## config.mk

```make
export PLATFORM = sky130hd
export DESIGN_NAME = led_ring_monitor
export DESIGN_NICKNAME = d
export VERILOG_FILES = /design/src/rtl/led_ring_monitor.sv
export SDC_FILE = /design/constraint.sdc
export NUM_CORES = 1
export LEC_CHECK = 0
export CAP_MARGIN = 20
export CORE_AREA = 2 2 78 80
export CTS_BUF_LIST = sky130_fd_sc_hd__clkbuf_8
export DETAILED_ROUTE_END_ITERATION = 8
export DIE_AREA = 0 0 80 82
export GPL_TIMING_DRIVEN = 0
export PLACE_DENSITY = 0.87
export SLEW_MARGIN = 5
export SYNTH_ARGS = -nofsm -noshare
export SYNTH_HDL_FRONTEND = slang
export SYNTH_SLANG_ARGS = --single-unit
```

## constraint.sdc

```tcl
create_clock -name clk -period 4.6 [get_ports clk]
set_input_delay 0.92 -clock clk [delete_from_list [all_inputs] [get_ports clk]]
set_output_delay 0.92 -clock clk [all_outputs]
set_load 0.02 [all_outputs]
```

## src/rtl/led_ring_monitor.sv

```systemverilog
// led_ring_monitor
// Receive-side checker for the rotating one-hot LED ring pattern.
// Registers the pattern twice, decodes the lit position and tracks the
// step interval. A small FSM locks once two consecutive steps are
// rotate-left-by-one at the expected interval, then reports sequence and
// timing faults. Every output is registered, so led_in reaches each
// output after two clocks.
module led_ring_monitor #(
  parameter int unsigned C_MAX_COUNT = 32'd9_999_999,
  parameter int unsigned C_TOL       = 32'd2,
  parameter int unsigned CNT_W       = 32'd24
) (
  input  logic        clk,
  input  logic        reset_n,
  input  logic [15:0] led_in,
  input  logic        clr_err,
  output logic [3:0]  pos_out,
  output logic        pos_valid,
  output logic        step_pulse,
  output logic        err_onehot,
  output logic        err_seq,
  output logic        err_timing,
  output logic        err_sticky,
  output logic        locked
);

  typedef enum logic [1:0] {
    ST_SEARCH = 2'd0,
    ST_SYNC   = 2'd1,
    ST_LOCKED = 2'd2
  } state_t;

  // Acceptance window for the interval count seen at a change; the lower
  // bound is clamped at zero when the tolerance exceeds the nominal count.
  localparam logic [CNT_W-1:0] HI_C = CNT_W'(C_MAX_COUNT + C_TOL);
  localparam logic [CNT_W-1:0] LO_C = (C_MAX_COUNT > C_TOL) ?
                                      CNT_W'(C_MAX_COUNT - C_TOL) : {CNT_W{1'b0}};
  localparam logic [CNT_W-1:0] CNT_MAX_C = {CNT_W{1'b1}};

  // True when exactly one bit is set (all-zero is not one-hot).
  function automatic logic is_onehot(input logic [15:0] v);
    return (v != 16'h0000) && ((v & (v - 16'h0001)) == 16'h0000);
  endfunction

  // Index of the set bit; only meaningful for a one-hot input, where
  // OR-ing the indices of all set bits yields the single index.
  function automatic logic [3:0] encode(input logic [15:0] v);
    logic [3:0] idx;
    idx = 4'd0;
    for (int i = 0; i < 16; i++) begin
      idx = idx | (v[i] ? 4'(i) : 4'd0);
    end
    return idx;
  endfunction

  logic [15:0]      led_q_r;
  logic [15:0]      led_prev_r;
  logic [CNT_W-1:0] cnt_r;
  state_t           state_r;

  logic [15:0] exp_s;
  logic        chg_s;
  logic        seq_ok_s;
  logic        time_ok_s;
  logic        timeout_s;
  logic        prev_oh_s;
  logic        q_oh_s;
  logic        seq_err_s;
  logic        tim_err_s;
  logic        good_step_s;

  assign exp_s       = {led_prev_r[14:0], led_prev_r[15]};
  assign chg_s       = (led_q_r != led_prev_r);
  assign seq_ok_s    = (led_q_r == exp_s);
  assign time_ok_s   = (cnt_r >= LO_C) && (cnt_r <= HI_C);
  assign timeout_s   = !chg_s && (cnt_r == HI_C);
  assign prev_oh_s   = is_onehot(led_prev_r);
  assign q_oh_s      = is_onehot(led_q_r);
  assign good_step_s = chg_s && seq_ok_s && time_ok_s;
  // A wrong pattern takes priority over a timing fault on the same change.
  assign seq_err_s   = (state_r == ST_LOCKED) && chg_s && !seq_ok_s;
  assign tim_err_s   = (state_r == ST_LOCKED) &&
                       ((chg_s && seq_ok_s && !time_ok_s) || timeout_s);

  // Input pipeline and saturating interval counter restarted on each change.
  always_ff @(posedge clk or negedge reset_n) begin
    if (!reset_n) begin
      led_q_r    <= 16'h0000;
      led_prev_r <= 16'h0000;
      cnt_r      <= {CNT_W{1'b0}};
    end else begin
      led_q_r    <= led_in;
      led_prev_r <= led_q_r;
      if (chg_s) begin
        cnt_r <= {CNT_W{1'b0}};
      end else if (cnt_r != CNT_MAX_C) begin
        cnt_r <= cnt_r + {{(CNT_W-1){1'b0}}, 1'b1};
      end else begin
        cnt_r <= cnt_r;
      end
    end
  end

  // Position decode and one-hot flags, updated every cycle regardless of lock.
  always_ff @(posedge clk or negedge reset_n) begin
    if (!reset_n) begin
      pos_out    <= 4'd0;
      pos_valid  <= 1'b0;
      err_onehot <= 1'b0;
    end else begin
      pos_valid  <= q_oh_s;
      err_onehot <= !q_oh_s;
      if (q_oh_s) begin
        pos_out <= encode(led_q_r);
      end else begin
        pos_out <= pos_out;
      end
    end
  end

  // Lock FSM with its registered step/error pulses and lock indication.
  always_ff @(posedge clk or negedge reset_n) begin
    if (!reset_n) begin
      state_r    <= ST_SEARCH;
      step_pulse <= 1'b0;
      err_seq    <= 1'b0;
      err_timing <= 1'b0;
      locked     <= 1'b0;
    end else begin
      step_pulse <= 1'b0;
      err_seq    <= seq_err_s;
      err_timing <= tim_err_s;
      case (state_r)
        ST_SEARCH: begin
          locked <= 1'b0;
          if (chg_s && prev_oh_s && seq_ok_s) begin
            state_r <= ST_SYNC;
          end else begin
            state_r <= ST_SEARCH;
          end
        end
        ST_SYNC: begin
          if (good_step_s) begin
            state_r    <= ST_LOCKED;
            step_pulse <= 1'b1;
            locked     <= 1'b1;
          end else if (chg_s || timeout_s) begin
            state_r <= ST_SEARCH;
            locked  <= 1'b0;
          end else begin
            state_r <= ST_SYNC;
            locked  <= 1'b0;
          end
        end
        ST_LOCKED: begin
          if (good_step_s) begin
            state_r    <= ST_LOCKED;
            step_pulse <= 1'b1;
            locked     <= 1'b1;
          end else if (seq_err_s || tim_err_s) begin
            state_r <= ST_SEARCH;
            locked  <= 1'b0;
          end else begin
            state_r <= ST_LOCKED;
            locked  <= 1'b1;
          end
        end
        default: begin
          state_r <= ST_SEARCH;
          locked  <= 1'b0;
        end
      endcase
    end
  end

  // Sticky error flag; a new error on the same cycle overrides the clear.
  always_ff @(posedge clk or negedge reset_n) begin
    if (!reset_n) begin
      err_sticky <= 1'b0;
    end else if (seq_err_s || tim_err_s) begin
      err_sticky <= 1'b1;
    end else if (clr_err) begin
      err_sticky <= 1'b0;
    end else begin
      err_sticky <= err_sticky;
    end
  end

endmodule

```

==> images/placement_by_type.png <==
Scale bar: 20 µm.
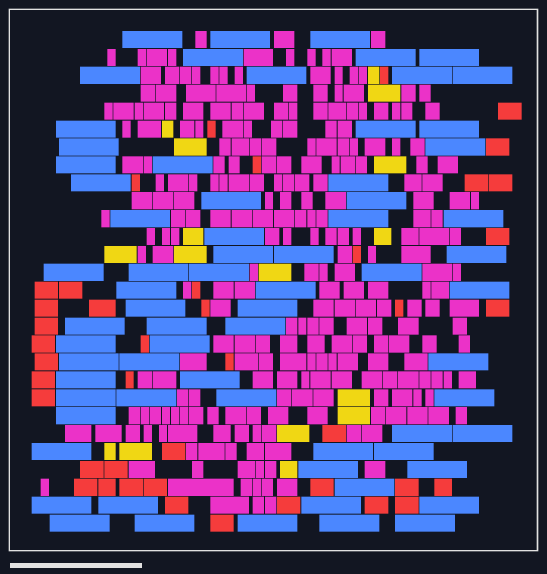
| class | colour | cells | share of their area |
|---|---|---|---|
| combinational and other logic | magenta | 261 | 43% |
| clock drivers and dummy loads | yellow | 16 | 4.4% |
| flops | blue | 69 | 43% |
| other buffers and delay cells | red | 42 | 8.7% |
core area: 0.00575 mm²
# rows: 28
post-route cell area: 0.00407 mm²

==> Changelog: implementation <==
### Physical design

- Run status: finished, final reports clean
- Mux share: approximately 1.3%
- Initial antenna violation count: 0
- DRC: 0
- Comb/total area: between 40% and 50%
- YS chip area: around 0.0035 mm²
- Clock sinks: approximately 69
- Clk buf depth: 2
- FFs w/ async S/R, synth: 100%
- Final TNS setup: 0 ps
- Yosys stat cell total: ~340
- Clock power frac: between 30% and 40%
- Crit path from: led_q_r[3]
- Top-count cell post-synth: dfrtp_1
- CP Capture Point: pos_out[1]
- Largest Register: cnt_r
- Detail Route Antenna Nets: 0
- HP Class: reg -> reg
- Tap Count: around 75
- Data arrival, critical path: 3050 ps
- CP Max Fanout: 7
- Num ports: 30
- Nets: roughly 410
- HPWL reported at the end of detailed placement: roughly 5100 µm
- Power share of the sequential group: a little under three fifths
- Critical-path cell list: buf_4, or4_4, or3_4, a2111oi_4, o211ai_2, nor3_4, mux2_2
- Most used flip-flop cell: dfrtp_1
- Count of library flops with an enable pin: 0
- Worst Reg-to-Reg Cells: 7
- Signal buffers: 42
- CP endpoint kind: flop
- Setup-failing EPs final: 0
- Comb pwr: ~76 µW
- MI comb cells: 250
- Non-clk buf share: 8.55%
- Crit path launch type: flop
- Main logic family: simple AND/OR/NAND/NOR gates
- CTS tree: yes
- Max VDD drop: around 0.0003 V
- Synthesis Warnings: 0
- Final std cells w/o fill: around 460
- Placed inst area: 0.00389 mm²
- Largest cells by area: dfrtp_1, xor2_1, nor2_1, nor4_1, ha_1
==> images/wires.png <==
Scale bar: 20 µm. Two of the layers only.
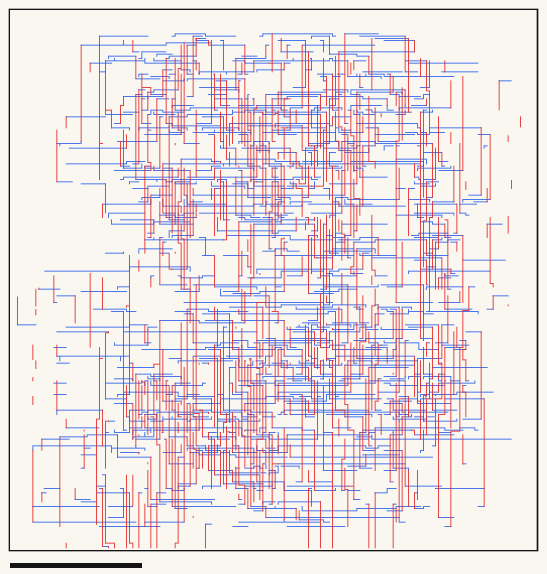
| layer | colour | wire length |
|---|---|---|
| metal 2 | red | 3430 µm |
| metal 1 | blue | 3430 µm |
vias: 2743
Avg WL per Cell: 16.0 µm

No activity file was given, so power comes from the tool's default toggle rates.
